[src/rtl/conv_layer_sequencer.sv]
// conv_layer_sequencer
//
// Purpose: sequences one convolution frame. Each row pass is one PRELOAD
// followed by SHIFT_CYCLES output pixels, with a LOAD between consecutive
// pixels. Each pixel needs WEIGHT_CYCLES shift acknowledgements from the
// input interface. The block flags every completed pixel with its row and
// column for the output interface, and reports frame completion.
//
// Ports:
//   clk, rst_n            clock (rising edge), asynchronous active-low reset
//   start                 frame start pulse, honoured only in IDLE
//   enable                1 = advance, 0 = freeze (acks are held, not lost)
//   clear                 synchronous abort to IDLE, highest priority
//   input_interface_ack   0 NONE, 1 PRELOAD_FIN, 2 SHIFT_FIN, 3 LOAD_FIN
//   input_interface_cmd   0 IDLE, 1 PRELOAD_START, 2 SHIFT_START, 3 LOAD_START
//   current_state         0 IDLE, 1 PRELOAD, 2 SHIFT, 3 LOAD, 4 DONE
//   result_valid          one-cycle pulse per completed output pixel
//   out_row, out_col      coordinates of the pixel flagged by result_valid
//   busy                  high in any state other than IDLE
//   done                  one-cycle pulse at frame end (coincides with DONE)
//   protocol_err          sticky flag for an ack that does not fit the state
module conv_layer_sequencer #(
  parameter int WEIGHT_CYCLES = 3,
  parameter int SHIFT_CYCLES  = 4,
  parameter int ROW_PASSES    = 2
) (
  input  logic                                                 clk,
  input  logic                                                 rst_n,
  input  logic                                                 start,
  input  logic                                                 enable,
  input  logic                                                 clear,
  input  logic [1:0]                                           input_interface_ack,
  output logic [1:0]                                           input_interface_cmd,
  output logic [2:0]                                           current_state,
  output logic                                                 result_valid,
  output logic [((ROW_PASSES > 1) ? $clog2(ROW_PASSES) : 1)-1:0]     out_row,
  output logic [((SHIFT_CYCLES > 1) ? $clog2(SHIFT_CYCLES) : 1)-1:0] out_col,
  output logic                                                 busy,
  output logic                                                 done,
  output logic                                                 protocol_err
);

  localparam int WGT_W = (WEIGHT_CYCLES > 1) ? $clog2(WEIGHT_CYCLES) : 1;
  localparam int COL_W = (SHIFT_CYCLES > 1) ? $clog2(SHIFT_CYCLES) : 1;
  localparam int ROW_W = (ROW_PASSES > 1) ? $clog2(ROW_PASSES) : 1;

  localparam logic [WGT_W-1:0] WGT_LAST = WGT_W'(WEIGHT_CYCLES - 1);
  localparam logic [COL_W-1:0] COL_LAST = COL_W'(SHIFT_CYCLES - 1);
  localparam logic [ROW_W-1:0] ROW_LAST = ROW_W'(ROW_PASSES - 1);

  localparam logic [2:0] S_IDLE    = 3'd0;
  localparam logic [2:0] S_PRELOAD = 3'd1;
  localparam logic [2:0] S_SHIFT   = 3'd2;
  localparam logic [2:0] S_LOAD    = 3'd3;
  localparam logic [2:0] S_DONE    = 3'd4;

  // Ack and command encodings share values: each FIN answers the START
  // that has the same code.
  localparam logic [1:0] CODE_NONE    = 2'd0;
  localparam logic [1:0] CODE_PRELOAD = 2'd1;
  localparam logic [1:0] CODE_SHIFT   = 2'd2;
  localparam logic [1:0] CODE_LOAD    = 2'd3;

  logic [2:0]       state_q,      state_d;
  logic [1:0]       cmd_q,        cmd_d;
  logic             valid_q,      valid_d;
  logic             done_q,       done_d;
  logic             err_q,        err_d;
  logic [ROW_W-1:0] out_row_q,    out_row_d;
  logic [COL_W-1:0] out_col_q,    out_col_d;
  logic [WGT_W-1:0] weight_cnt_q, weight_cnt_d;
  logic [COL_W-1:0] shift_cnt_q,  shift_cnt_d;
  logic [ROW_W-1:0] row_cnt_q,    row_cnt_d;
  logic             pend_vld_q,   pend_vld_d;
  logic [1:0]       pend_ack_q,   pend_ack_d;
  logic [1:0]       eff_ack;

  // An ack that arrived during a stall takes precedence over the live input.
  assign eff_ack = pend_vld_q ? pend_ack_q : input_interface_ack;

  // Next-state logic. cmd, result_valid and done default to 0 so they only
  // ever pulse for the single cycle after the event that produced them.
  always_comb begin
    state_d      = state_q;
    cmd_d        = CODE_NONE;
    valid_d      = 1'b0;
    done_d       = 1'b0;
    err_d        = err_q;
    out_row_d    = out_row_q;
    out_col_d    = out_col_q;
    weight_cnt_d = weight_cnt_q;
    shift_cnt_d  = shift_cnt_q;
    row_cnt_d    = row_cnt_q;
    pend_vld_d   = pend_vld_q;
    pend_ack_d   = pend_ack_q;

    if (clear) begin
      state_d      = S_IDLE;
      err_d        = 1'b0;
      out_row_d    = '0;
      out_col_d    = '0;
      weight_cnt_d = '0;
      shift_cnt_d  = '0;
      row_cnt_d    = '0;
      pend_vld_d   = 1'b0;
      pend_ack_d   = CODE_NONE;
    end else if (!enable) begin
      // Stalled: hold the ack for later; a second one while the first is
      // still held is a protocol violation and replaces it.
      if (input_interface_ack != CODE_NONE) begin
        if (pend_vld_q) begin
          err_d = 1'b1;
        end
        pend_vld_d = 1'b1;
        pend_ack_d = input_interface_ack;
      end
    end else begin
      // The held ack is consumed now; a live ack in this same cycle would
      // otherwise be lost, so it becomes the next held ack.
      if (pend_vld_q) begin
        pend_vld_d = (input_interface_ack != CODE_NONE);
        pend_ack_d = input_interface_ack;
      end

      case (state_q)
        S_IDLE: begin
          if (eff_ack != CODE_NONE) begin
            err_d = 1'b1;
          end
          if (start) begin
            state_d      = S_PRELOAD;
            cmd_d        = CODE_PRELOAD;
            weight_cnt_d = '0;
            shift_cnt_d  = '0;
            row_cnt_d    = '0;
          end
        end

        S_PRELOAD: begin
          if (eff_ack == CODE_PRELOAD) begin
            state_d = S_SHIFT;
            cmd_d   = CODE_SHIFT;
          end else if (eff_ack != CODE_NONE) begin
            err_d = 1'b1;
          end
        end

        S_SHIFT: begin
          if (eff_ack == CODE_SHIFT) begin
            if (weight_cnt_q < WGT_LAST) begin
              weight_cnt_d = weight_cnt_q + 1'b1;
              cmd_d        = CODE_SHIFT;
            end else begin
              weight_cnt_d = '0;
              valid_d      = 1'b1;
              out_row_d    = row_cnt_q;
              out_col_d    = shift_cnt_q;
              if (shift_cnt_q < COL_LAST) begin
                shift_cnt_d = shift_cnt_q + 1'b1;
                state_d     = S_LOAD;
                cmd_d       = CODE_LOAD;
              end else if (row_cnt_q < ROW_LAST) begin
                shift_cnt_d = '0;
                row_cnt_d   = row_cnt_q + 1'b1;
                state_d     = S_PRELOAD;
                cmd_d       = CODE_PRELOAD;
              end else begin
                // done is raised on entry so it is visible together with DONE
                state_d = S_DONE;
                done_d  = 1'b1;
              end
            end
          end else if (eff_ack != CODE_NONE) begin
            err_d = 1'b1;
          end
        end

        S_LOAD: begin
          if (eff_ack == CODE_LOAD) begin
            state_d = S_SHIFT;
            cmd_d   = CODE_SHIFT;
          end else if (eff_ack != CODE_NONE) begin
            err_d = 1'b1;
          end
        end

        S_DONE: begin
          if (eff_ack != CODE_NONE) begin
            err_d = 1'b1;
          end
          state_d      = S_IDLE;
          weight_cnt_d = '0;
          shift_cnt_d  = '0;
          row_cnt_d    = '0;
        end

        default: begin
          state_d = S_IDLE;
        end
      endcase
    end
  end

  // State, counters and registered outputs.
  always_ff @(posedge clk or negedge rst_n) begin
    if (!rst_n) begin
      state_q      <= S_IDLE;
      cmd_q        <= CODE_NONE;
      valid_q      <= 1'b0;
      done_q       <= 1'b0;
      err_q        <= 1'b0;
      out_row_q    <= '0;
      out_col_q    <= '0;
      weight_cnt_q <= '0;
      shift_cnt_q  <= '0;
      row_cnt_q    <= '0;
      pend_vld_q   <= 1'b0;
      pend_ack_q   <= CODE_NONE;
    end else begin
      state_q      <= state_d;
      cmd_q        <= cmd_d;
      valid_q      <= valid_d;
      done_q       <= done_d;
      err_q        <= err_d;
      out_row_q    <= out_row_d;
      out_col_q    <= out_col_d;
      weight_cnt_q <= weight_cnt_d;
      shift_cnt_q  <= shift_cnt_d;
      row_cnt_q    <= row_cnt_d;
      pend_vld_q   <= pend_vld_d;
      pend_ack_q   <= pend_ack_d;
    end
  end

  assign input_interface_cmd = cmd_q;
  assign current_state       = state_q;
  assign result_valid        = valid_q;
  assign out_row             = out_row_q;
  assign out_col             = out_col_q;
  assign done                = done_q;
  assign protocol_err        = err_q;
  // Pure decode of the state register, so it tracks state with no extra lag.
  assign busy                = (state_q != S_IDLE);

endmodule

[config.mk]
export PLATFORM = sky130hd
export DESIGN_NAME = conv_layer_sequencer
export DESIGN_NICKNAME = d
export VERILOG_FILES = /design/src/rtl/conv_layer_sequencer.sv
export SDC_FILE = /design/constraint.sdc
export NUM_CORES = 1
export LEC_CHECK = 0
export CAP_MARGIN = 20
export CORE_UTILIZATION = 47
export CTS_CLUSTER_SIZE = 12
export DETAILED_ROUTE_END_ITERATION = 10
export PLACE_DENSITY_LB_ADDON = 0.15
export REMOVE_ABC_BUFFERS = 1
export SLEW_MARGIN = 40
export SYNTH_ARGS = -nofsm -noshare
export SYNTH_HDL_FRONTEND = slang
export SYNTH_SLANG_ARGS = --single-unit
[constraint.sdc]
create_clock -name clk -period 1.8 [get_ports clk]
set_clock_uncertainty 0.15 [all_clocks]
set_input_delay 0.54 -clock clk [delete_from_list [all_inputs] [get_ports clk]]
set_output_delay 0.54 -clock clk [all_outputs]
set_load 0.005 [all_outputs]
==> reports/results.ini <==
[placed_design]
place_ws_ns=-0.572
placed_area_mm2=0.00152
place_congestion=0.857
dp_hpwl_um=2060

[clock_network]
cts_tree=built
h-tree-depth=1
root_buffer=clkbuf_4
clk_pin_slew_ns=0.12
cts_buffers=3
clk_latency_ns=0.30
clock_path_buffers=2

[synthesis]
ys_seq_frac=0.422
synth.avg_cell_area_um2=9.02
syn_area_mm2=0.00113
top_area_cell=dfrtp_1
async_flop_share=1.00
ys_cells=125
yosys.cell_count.top_type=dfrtp_1
ys_warn_count=0
edf_count=0
ys_ff=19
synth_cells=125
aoi_share=0.208
simple_gate_share=0.273
yosysUniqueCellTypes=37
top_cells_by_area=dfrtp_1 (42%), nor2_1 (4.3%), a21oi_1 (4.0%)
yosys_area_mm2=0.00113
top_cells_by_count=dfrtp_1 (19), nor2_1 (13), nand2_1 (12), a21oi_1 (9), o21ai_0 (8)
synth.comb.largest_family=simple AND/OR/NAND/NOR gates

[power_and_ir_drop]
finalPower_mw=1.04
clock_power_share=0.213
swShare=0.303
p_int_uw=726
peakVddDrop_mv=0.454
p_per_area_mw_per_mm2=615
p_sw_uw=315
leakage_nw=0.834

[routing]
routed_wl_um=3010
drt-vias-per-instance=5.56
drc=0
ant_nets=0
drt-initial-drc-count=35
first_pass_iters=4
vias=1134

[cells_and_area]
largest_register_ffs=3
nClkBuffers=3
clk_share=0.0163
comb_share=0.393
syn_to_final_growth_pct=50.2
final_cells=204
dominant_cells=combinational gates
fill_cells=164
combGateArea_um2=666
n_all_inverters=2
diodes=0
final_common_cell=buf_4
layout-drive-gt1-share=0.369
final_area_mm2=0.00169
nets=185
ff_count=19
nNonClkBuffers=56

[setup_path]
worst-path-buf-inv=1
crit_arrival_ns=1.97
path_class=flop to flop
worstPathMaxFanout=5
cpPeakStageDelay_ns=0.56
critical_path_required_ns=1.89
endpoint=shift_cnt_q[0]$_DFFE_PN0P_
crit_cells=4
startpoint_type=flop
r2r-start=current_state[0]$_DFFE_PN0P_
setup.worst_path.end_class=flop
path_cells=buf_6, or4b_4, or4_1, nand3_1
cp_slowest_cell=or4b_4
r2r_slack_ns=-0.08
crit_family=simple AND/OR/NAND/NOR gates
r2r_cells=4
r2r_end=shift_cnt_q[0]$_DFFE_PN0P_

[final_timing]
slew_headroom=0.773
setup_viol=7
timing.final.crit_share=1.04
setup_ws_ns=-0.0794
hold_ws_ns=0.396
rsz0062_at_grt=yes
worst_pin_slew_ns=0.341
finalMaxSlewViolations=0
fmax_mhz=532
fin_setup_tns_ns=-0.365
hold_viol_final=0
fin_crit_ns=1.88

[grt]
gr-total-overflow=0
grt_pass1_vias=1075
met3_usage=0.0327
grt_max_degree=20
gr-max-usage-layer=met2

[run_status]
violations=negative setup slack
outcome=finished, violations left

[floorplanning]
die_h_um=51.0
die_w_um=51.0
num_tap_cells=28
initCoreUtil=0.505
chipArea_mm2=0.00260

[flow_run]
cap_violations=0
log.warning_count=27

## power groups by stage
stage / Combinational (mW) / Clock (mW) / Sequential (mW)
final: 0.357 / 0.222 / 0.462
after global routing: 0.385 / 0.246 / 0.466
after CTS: 0.328 / 0.235 / 0.462
after detailed placement: 0.290 / 0 / 0.475
after global placement: 0.288 / 0 / 0.474
after floorplan: 0.101 / 0 / 0.489
## what timing repair did
action / in CTS / in global routing
resized: 35 / 17
hold buffers: 0 / 0
pin swaps: 9 / 4
setup buffers: 8 / 2
setup endpoints to repair: 26 / 17
## per-layer routing
layer / part of all wire / vias to the layer above / wire length [um]
met4: 0.0086 / 0 / 26
met1: 0.45 / 551 / 1360
met3: 0.026 / 4 / 78
met2: 0.51 / 21 / 1540
met5: 0 / - / 0
li1: - / 558 / -
Figure 1. Wires at chosen ports, followed through buffers.
Scale bar: 20 um.
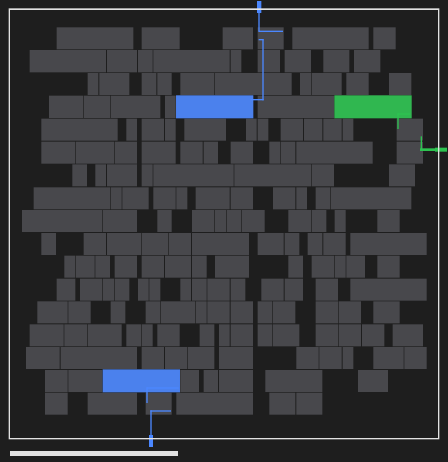
| port | colour | bits | direction | edge | end cells | buffers | wire |
|---|---|---|---|---|---|---|---|
| result_valid | green | 1 | output | east | 1 | 1 | 6.20 um |
| input_interface_cmd | blue | 2 | output | 1 south, 1 north | 2 | 2 | 24.5 um |
IO Port Bufs: 18
IO Count: 19

Figure 2. Zoomed window.
Scale bar: 10 um. Window x 0 to 25, y 0 to 25 um. Cells in grey, sequential cells in the stronger grey; small squares are vias.
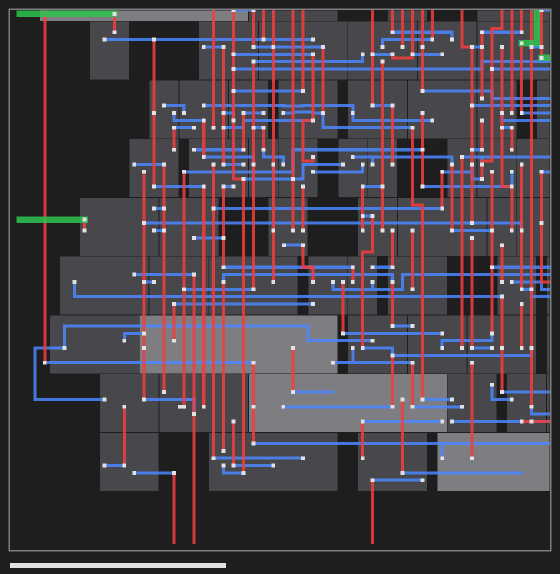
| layer | colour |
|---|---|
| met1 | blue |
| met2 | red |
| met3 | green |
netlist names of flops here include: current_state (2), input_interface_cmd (1)
most frequent: buf_4 (12)
sequential cells in the window: 3
cells with their middle in the window: 49

Figure 3. Register map, names as in the netlist.
Scale bar: 20 um. Other sequential cells in the stronger grey, the rest of the logic in the fainter grey.
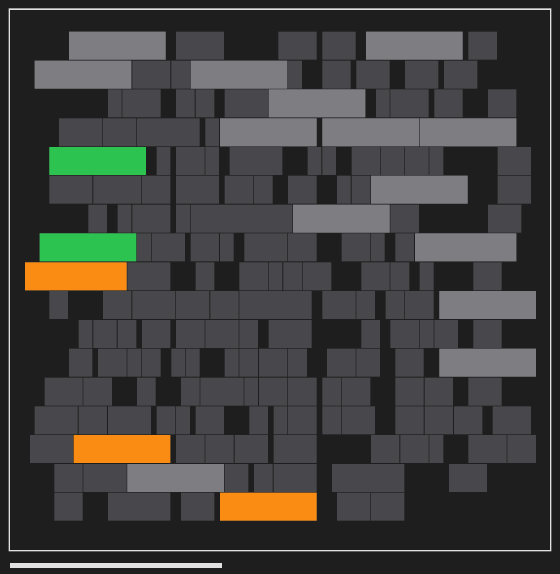
| netlist name | colour | placed flops |
|---|---|---|
| weight_cnt_q | green | 2 |
| current_state | orange | 3 |
sequential fraction of total cell area: 0.282
Sequential Power: 462 uW
final design utilization: 0.758
Register Area: 478 um2

Figure 4. Track usage over the die.
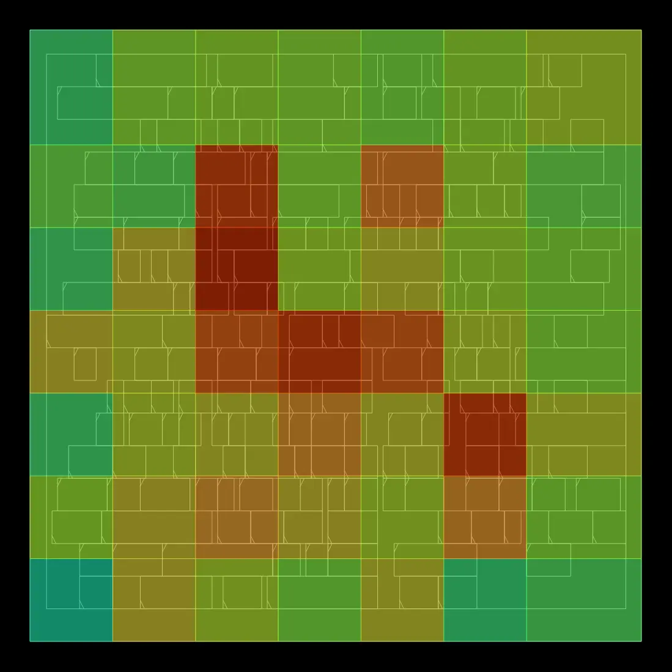
global routing usage on met1: 0.309
WL/cell: 14.7 um
met2 usage: 0.445
GRT Overall Usage: 0.250

No activity file was given, so power comes from the tool's default toggle rates.
